==> src/rtl/ahb_arbiter.sv <==
// Round-robin AHB bus arbiter: tracks fixed-length bursts from HTRANS/HBURST and
// re-grants the shared address/data path only at legal handover points.
module ahb_arbiter #(
    parameter int unsigned NO_OF_MASTERS   = 4,
    parameter int unsigned MASTER_ID_WIDTH = 2,
    parameter int unsigned DEFAULT_MASTER  = 0
) (
    input  logic                       HCLK,
    input  logic                       HRESETn,
    input  logic [NO_OF_MASTERS-1:0]   HBUSREQ,
    input  logic [NO_OF_MASTERS-1:0]   HLOCK,
    input  logic [1:0]                 HTRANS,
    input  logic [2:0]                 HBURST,
    input  logic                       HREADY,
    output logic [NO_OF_MASTERS-1:0]   HGRANT,
    output logic [MASTER_ID_WIDTH-1:0] HMASTER,
    output logic                       HMASTLOCK
);

    localparam logic [1:0] TransIdle   = 2'b00;
    localparam logic [1:0] TransBusy   = 2'b01;
    localparam logic [1:0] TransNonseq = 2'b10;
    localparam logic [1:0] TransSeq    = 2'b11;

    localparam logic [MASTER_ID_WIDTH-1:0] DefaultId    = MASTER_ID_WIDTH'(DEFAULT_MASTER);
    localparam logic [NO_OF_MASTERS-1:0]   DefaultGrant = NO_OF_MASTERS'(1) << DEFAULT_MASTER;

    logic [3:0]                 cnt_q, cnt_d;
    logic [NO_OF_MASTERS-1:0]   grant_q, grant_d;
    logic [MASTER_ID_WIDTH-1:0] master_q, master_d;
    logic                       mastlock_q, mastlock_d;

    logic                       lock_hold;
    logic                       arb_point;
    logic [MASTER_ID_WIDTH-1:0] winner;
    logic [MASTER_ID_WIDTH-1:0] cand;
    logic                       found;
    int unsigned                idx;

    // Remaining beats after the NONSEQ beat of a fixed-length burst.
    function automatic logic [3:0] burst_last(input logic [2:0] burst);
        logic [3:0] last;
        unique case (burst)
            3'b010, 3'b011: last = 4'd3;
            3'b100, 3'b101: last = 4'd7;
            3'b110, 3'b111: last = 4'd15;
            default:        last = 4'd0;
        endcase
        return last;
    endfunction

    always_comb begin
        cnt_d = cnt_q;
        if (HREADY) begin
            unique case (HTRANS)
                TransNonseq: cnt_d = burst_last(HBURST);
                TransSeq:    cnt_d = (cnt_q != 4'd0) ? cnt_q - 4'd1 : 4'd0;
                TransIdle:   cnt_d = 4'd0;
                TransBusy:   cnt_d = cnt_q;
                default:     cnt_d = cnt_q;
            endcase
        end
    end

    assign lock_hold = mastlock_q & HLOCK[master_q];
    assign arb_point = HREADY & (cnt_d == 4'd0) & (HTRANS != TransBusy) & ~lock_hold;

    // Search starts one past the owner; the owner itself is the last candidate.
    always_comb begin
        winner = DefaultId;
        found  = 1'b0;
        idx    = 0;
        cand   = '0;
        for (int unsigned i = 1; i <= NO_OF_MASTERS; i++) begin
            idx = 32'(master_q) + i;
            if (idx >= NO_OF_MASTERS) begin
                idx = idx - NO_OF_MASTERS;
            end
            cand = MASTER_ID_WIDTH'(idx);
            if (!found && HBUSREQ[cand]) begin
                winner = cand;
                found  = 1'b1;
            end
        end
    end

    always_comb begin
        grant_d    = grant_q;
        master_d   = master_q;
        mastlock_d = mastlock_q;
        if (arb_point) begin
            grant_d         = '0;
            grant_d[winner] = 1'b1;
            master_d        = winner;
            mastlock_d      = HLOCK[winner] & HBUSREQ[winner];
        end
    end

    always_ff @(posedge HCLK) begin
        if (!HRESETn) begin
            cnt_q      <= 4'd0;
            grant_q    <= DefaultGrant;
            master_q   <= DefaultId;
            mastlock_q <= 1'b0;
        end else begin
            cnt_q      <= cnt_d;
            grant_q    <= grant_d;
            master_q   <= master_d;
            mastlock_q <= mastlock_d;
        end
    end

    assign HGRANT    = grant_q;
    assign HMASTER   = master_q;
    assign HMASTLOCK = mastlock_q;

endmodule

==> config.mk <==
export PLATFORM = sky130hd
export DESIGN_NAME = ahb_arbiter
export DESIGN_NICKNAME = d
export VERILOG_FILES = /design/src/rtl/ahb_arbiter.sv
export SDC_FILE = /design/constraint.sdc
export NUM_CORES = 1
export LEC_CHECK = 0
export CORE_MARGIN = 1.5
export CORE_UTILIZATION = 53
export CTS_BUF_LIST = sky130_fd_sc_hd__clkbuf_4
export CTS_CLUSTER_SIZE = 40
export DETAILED_ROUTE_END_ITERATION = 8
export GPL_TIMING_DRIVEN = 0
export PLACE_DENSITY = 0.84
export SLEW_MARGIN = 10
export SYNTH_ARGS = -nofsm -noshare
export SYNTH_HDL_FRONTEND = slang
export SYNTH_SLANG_ARGS = --single-unit
==> constraint.sdc <==
create_clock -name HCLK -period 3 [get_ports HCLK]
set_input_delay 0.6 -clock HCLK [delete_from_list [all_inputs] [get_ports HCLK]]
set_output_delay 0.6 -clock HCLK [all_outputs]
set_load 0.05 [all_outputs]
Fig. 1: run 1, M2 wires
Bar = 10 um.
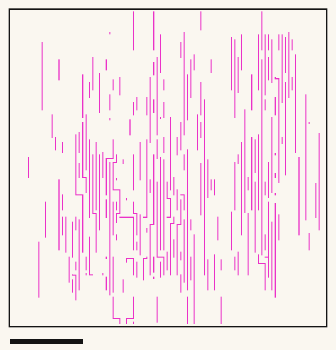
share of all routed wire	50%
nets with wire on the layer	127
wire length on this layer	994 um
longest straight run	26.5 um
main direction	vertical

Fig. 2: run 1, PDN straps and rails
Bar = 10 um. Pins as bars on the die edge.
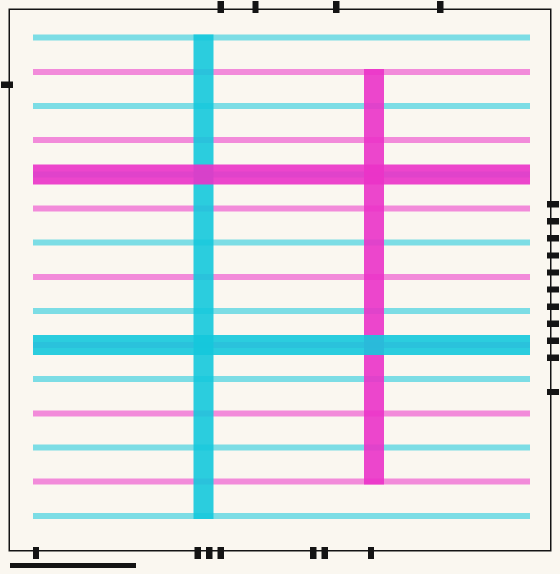
net	color
VDD	magenta
VSS	cyan
signal pins	23
met4 straps	2
met1 rails	15

Fig. 3: run 1, the metal 3 layer
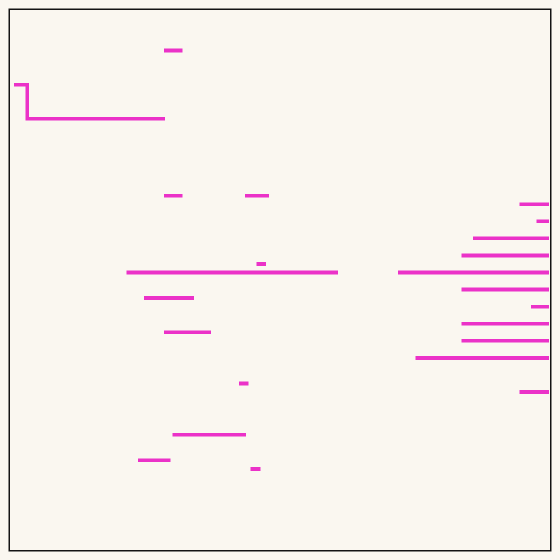
main direction	horizontal
nets with wire on the layer	19
wire length on this layer	111 um
longest straight run	16.6 um
share of all routed wire	5.6%
final wirelength: 1990 um
met3 usage: 3.40%
total number of vias: 868

Fig. 4: run 1, routed metal, one color a layer
Bar = 10 um. Two of the layers only.
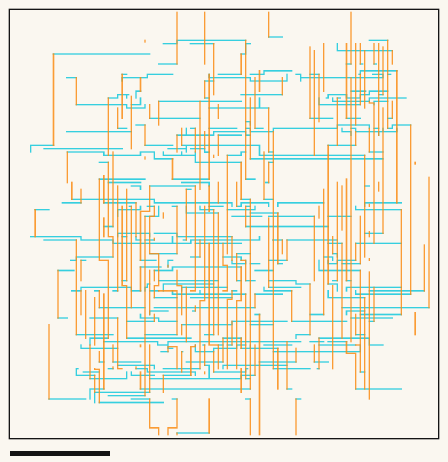
layer	color	wire length
met2	orange	994 um
met1	cyan	832 um

==> results.ini, run 1 <==
[clock_network]
ctsResizeCount=0
clk_path_buf_depth=2
cts_setup_buffers=0
cts_tree=done
root_buffer=clkbuf_4
path_clk_slew_ps=70

[logic_synthesis]
ys_sh_aoi_pct=19.9
top_area_share_pct=26.0
ys_area_um2=848
adder_share_pct=2.95
ys_sh_simple_pct=33.0
most_common_cell=nand2_1
edf_count=0
synth_area_um2=848
area_leaders=dfxtp_1, mux2i_1, nand2_1
logic_family=simple AND/OR/NAND/NOR gates
synth-seq-cells=11
ys_seq_share_pct=26.0
ff_type=dfxtp_1
syn-num-nets=121
ys_sh_mux_pct=13.1
common_cells=nand2_1, dfxtp_1, mux2i_1
largest_area_cell=dfxtp_1
ys_cells=103

[layout]
logic_gates=83
largest_cell_class=logic gates
lay_top_cells=clkdlybuf4s50_1, nand2_1, dfxtp_1
diodes=0
buffer_area_share_pct=19.2
comb_share_pct=54.1
lay_top_count=clkdlybuf4s50_1
fin_cells=143
layout.nets=146
combGateArea_um2=594
final_cell_area_um2=1100
clkCellAreaFrac_pct=2.73
regArea_um2=220
area_growth_pct=29.5
signal_buffers=23
seq_share_pct=20.0
nClkBuffers=4

[floorplanning]
fp_util_pct=56.3
io_pins=23
dieArea_um2=1850
tap_cells=16
fp.coreArea_um2=1510
die_w_um=43.0

[final_timing]
holdWs_ps=458
hold_viol=0
max_freq_mhz=419
skew_ps=0.417
worst_pin_slew_ps=804
period_minus_slack_ps=2380
fin_ws_ps=616
rsz0062_at_grt=false

[setup_path]
crit_path_top_delay_cell=clkdlybuf4s50_1
path_max_fanout=7
cp_data_arrival_time_ps=2530
r2r.worst_path.cells=7
crit_family=simple AND/OR/NAND/NOR gates
crit_path_end=HMASTLOCK
r2r_slack_ps=810
crit_buf_inv=1
path_class=in -> reg
slowest_delay_ps=580
critical_path_required_ps=3150

[routing]
drt-wirelength-per-cell_um=13.9
drt_iter0_markers=17
dr_wl_met2_um=994
highest_layer=met4
first_pass_iters=4
avgViaCountPerCell=6.07

[power]
switching_share_pct=34.3
maxPowerGroup=combinational logic
comb_power_share_pct=38.2
leakage_nw=0.420
p_clk_w=0.000109
powerSeq_w=0.000168
powerDensity_nw_per_um2=408
peakVddDrop_v=0.000283
pg_comb_w=0.000172
power_frac_seq_pct=37.4

[global_routing]
grt_busiest_layer=met2
grt_pass1_wl_um=3320
grt_max_degree=11
overflow=0
grt_antenna_before_repair=0
globalRouteMet2Util_pct=40.3
use_met1_pct=28.3

[hold_path]
hold_depth=2
holdCritStartpoint=HGRANT[3]

[placement]
post-place-ws_ps=342
dpl_cell_area_um2=1070
dp.cells=139

[run_status]
status=completed

==> inputs of run 2 (changes only) <==
Settings changed: CORE_ASPECT_RATIO from default to 0.75, CORE_UTILIZATION 53 to 49, PLACE_DENSITY 0.84 to 0.78.
Clock period 3 ns to 2.4 ns, I/O delays scaled along.
Fig. 5: run 2, the clock network
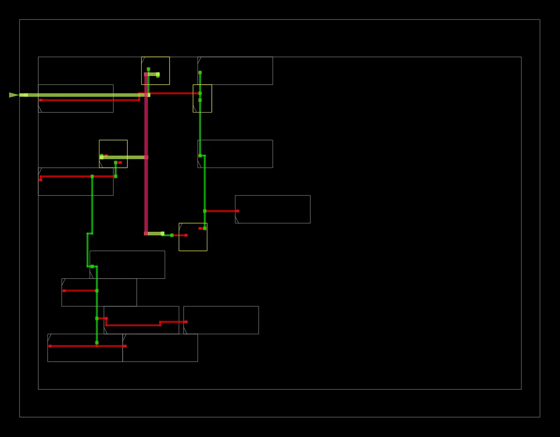
CLK BUF: 3
clk ins delay skew pair: 270 ps

==> results.ini, run 2 <==
[setup_path]
crit_path_end=HGRANT[2]
crit_buf_inv=1  ; unchanged
cp_data_arrival_time_ps=2520  ; about the same
crit_path_top_delay_cell=or4_4
path_class=in -> reg
crit_family=simple AND/OR/NAND/NOR gates
r2r.worst_path.cells=7  ; unchanged
slowest_delay_ps=590  ; about the same
path_max_fanout=7  ; unchanged

[logic_synthesis]
ys_seq_share_pct=26.0  ; unchanged
ys_sh_aoi_pct=19.9  ; unchanged
synth-seq-cells=11  ; unchanged
common_cells=nand2_1, dfxtp_1, mux2i_1
ys_sh_simple_pct=33.0  ; unchanged
largest_area_cell=dfxtp_1
synth_area_um2=848  ; unchanged
most_common_cell=nand2_1
adder_share_pct=2.95  ; unchanged
ys_cells=103  ; unchanged
top_area_share_pct=26.0  ; unchanged
ys_sh_mux_pct=13.1  ; unchanged
edf_count=0  ; unchanged
ff_type=dfxtp_1

[power]
switching_share_pct=35.9  ; +1.5 points
powerDensity_nw_per_um2=502  ; +23%
p_clk_w=0.000125  ; +10%
power_frac_seq_pct=38.0  ; +0.6 points
maxPowerGroup=combinational logic
leakage_nw=0.419  ; -0.16%
pg_comb_w=0.000218  ; +27%

[hold_path]
holdCritStartpoint=HGRANT[3]
hold_depth=2  ; unchanged

[clock_network]
root_buffer=clkbuf_4
clk_path_buf_depth=2  ; unchanged
path_clk_slew_ps=70  ; about the same
ctsResizeCount=0  ; unchanged
cts_tree=done

[placement]
post-place-ws_ps=-184  ; -526 ps
dp.cells=144  ; +3.6%

[routing]
highest_layer=met4
first_pass_iters=4  ; unchanged
drt_iter0_markers=38  ; +21
dr_wl_met2_um=870  ; -12%
vias=888  ; +2.3%
drt-total-wl_um=2080  ; +4.5%

[final_timing]
period_minus_slack_ps=2330
fin_ws_ps=67.5  ; -548 ps
rsz0062_at_grt=false
holdWs_ps=466  ; +7.29 ps

[layout]
comb_share_pct=53.9  ; -0.18 points
regArea_um2=220  ; unchanged
final_cell_area_um2=1100  ; +0.34%
layout.nets=146  ; unchanged
largest_cell_class=logic gates
seq_share_pct=20.0  ; -0.068 points
buffer_area_share_pct=19.2  ; -0.066 points
diodes=0  ; unchanged
logic_gates=83  ; unchanged

[floorplanning]
fp.coreArea_um2=1550  ; +2.7%
io_pins=23  ; unchanged
die_w_um=51.0  ; +19%
dieArea_um2=1990  ; +7.7%

[global_routing]
grt_max_degree=11  ; unchanged
overflow=0  ; unchanged
grt_busiest_layer=met2
grt_pass1_wl_um=3390  ; +2.3%
grt_antenna_before_repair=0  ; unchanged
use_met1_pct=28.7  ; +0.40 points

[run_status]
status=completed

==> inputs of run 3 (changes only) <==
Settings changed: CORE_UTILIZATION 49 to 30, PLACE_DENSITY 0.78 to 0.6.
Clock period 2.4 ns to 2.8 ns, I/O delays scaled along.
==> results.ini, run 3 <==
[logic_synthesis]
yosysWarnings=0
edf_count=0  ; unchanged
largest_area_cell=dfxtp_1
synth-seq-cells=11  ; unchanged
ys_sh_aoi_pct=19.9  ; unchanged
logic_family=simple AND/OR/NAND/NOR gates
common_cells=nand2_1, dfxtp_1, mux2i_1
area_leaders=dfxtp_1, mux2i_1, nand2_1
ff_type=dfxtp_1
ys_cells=103  ; unchanged
most_common_cell=nand2_1
adder_share_pct=2.95  ; unchanged
top_area_share_pct=26.0  ; unchanged
ys_seq_share_pct=26.0  ; unchanged
ys_sh_simple_pct=33.0  ; unchanged
synth_area_um2=848  ; unchanged
ys_sh_mux_pct=13.1  ; unchanged

[placement]
place_congestion=0.836
dp.cells=159  ; +10%
post-place-ws_ps=162  ; +346 ps
place.port_buffers=20

[final_timing]
period_used_pct=84.1
rsz0062_at_grt=false
hold_viol=0
fin_ws_ps=445  ; +377 ps
drv_slew=0
period_minus_slack_ps=2360
maxSlewHeadroom_pct=42.2
holdWs_ps=461  ; -4.48 ps

[clock_network]
root_buffer=clkbuf_4
ctsResizeCount=0  ; unchanged
cts_tree=done
path_clk_slew_ps=70  ; about the same
clk_path_buf_depth=2  ; unchanged

[floorplanning]
die_w_um=64.4  ; +26%
io_pins=23  ; unchanged
fp_util_pct=32.1
tap_cells=36
dieArea_um2=3160  ; +59%
fp.coreArea_um2=2640  ; +71%

[routing]
drt-met1-wl_um=993
first_pass_iters=4  ; unchanged
dr_wl_met2_um=851  ; -2.2%
drt_iter0_markers=89  ; +130%
highest_layer=met4
drt-total-wl_um=2020  ; -2.9%
vias=850  ; -4.3%

[setup_path]
crit_family=simple AND/OR/NAND/NOR gates
path_class=in -> reg
cp_data_arrival_time_ps=2560  ; +40 ps
crit_buf_inv=1  ; unchanged
crit_path_top_delay_cell=clkdlybuf4s50_1
slowest_delay_ps=580  ; about the same
r2r.worst_path.cells=7  ; unchanged
crit_path_end=HGRANT[2]
path_max_fanout=7  ; unchanged
crit_start=HTRANS[1]

[layout]
seq_share_pct=19.6  ; -0.38 points
buffer_area_share_pct=18.8  ; -0.36 points
logic_gates=83  ; unchanged
signal_buffers=23
comb_share_pct=52.9  ; -1.0 points
clkCellAreaFrac_pct=2.67
largest_cell_class=logic gates
final_cell_area_um2=1120  ; +1.9%
diodes=0  ; unchanged
layout.nets=146  ; unchanged
regArea_um2=220  ; unchanged

[power]
p_clk_w=0.000120  ; -4%
switching_share_pct=34.9  ; -0.94 points
powerSeq_w=0.000179
power_switching_w=0.000170
power_frac_seq_pct=37.0  ; -1.0 points
pg_comb_w=0.000186  ; -15%
powerDensity_nw_per_um2=432  ; -14%
comb_power_share_pct=38.2
finalPower_w=0.000486
maxPowerGroup=combinational logic
leakage_nw=0.420  ; +0.16%

[global_routing]
grt_antenna_before_repair=0  ; unchanged
grt_max_degree=11  ; unchanged
overflow=0  ; unchanged
grt_busiest_layer=met2
grt_pass1_wl_um=3330  ; -1.8%
use_met1_pct=18.8  ; -9.9 points

[hold_path]
holdCritStartpoint=HGRANT[1]
hold_depth=2  ; unchanged

[run_status]
status=completed

Fig. 6: run 3, the clock network
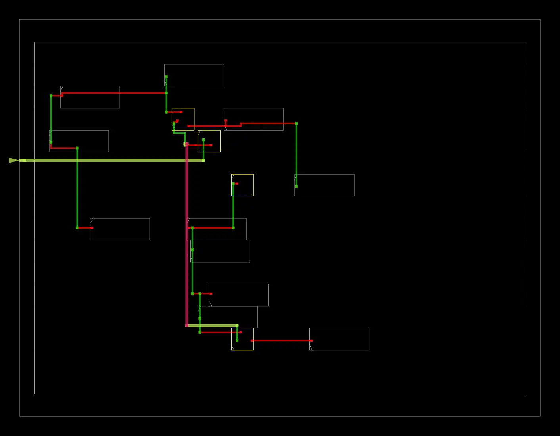
Sink Count: 11
clk ins delay skew pair: 280 ps
CLK BUF: 4
flip-flops: 11

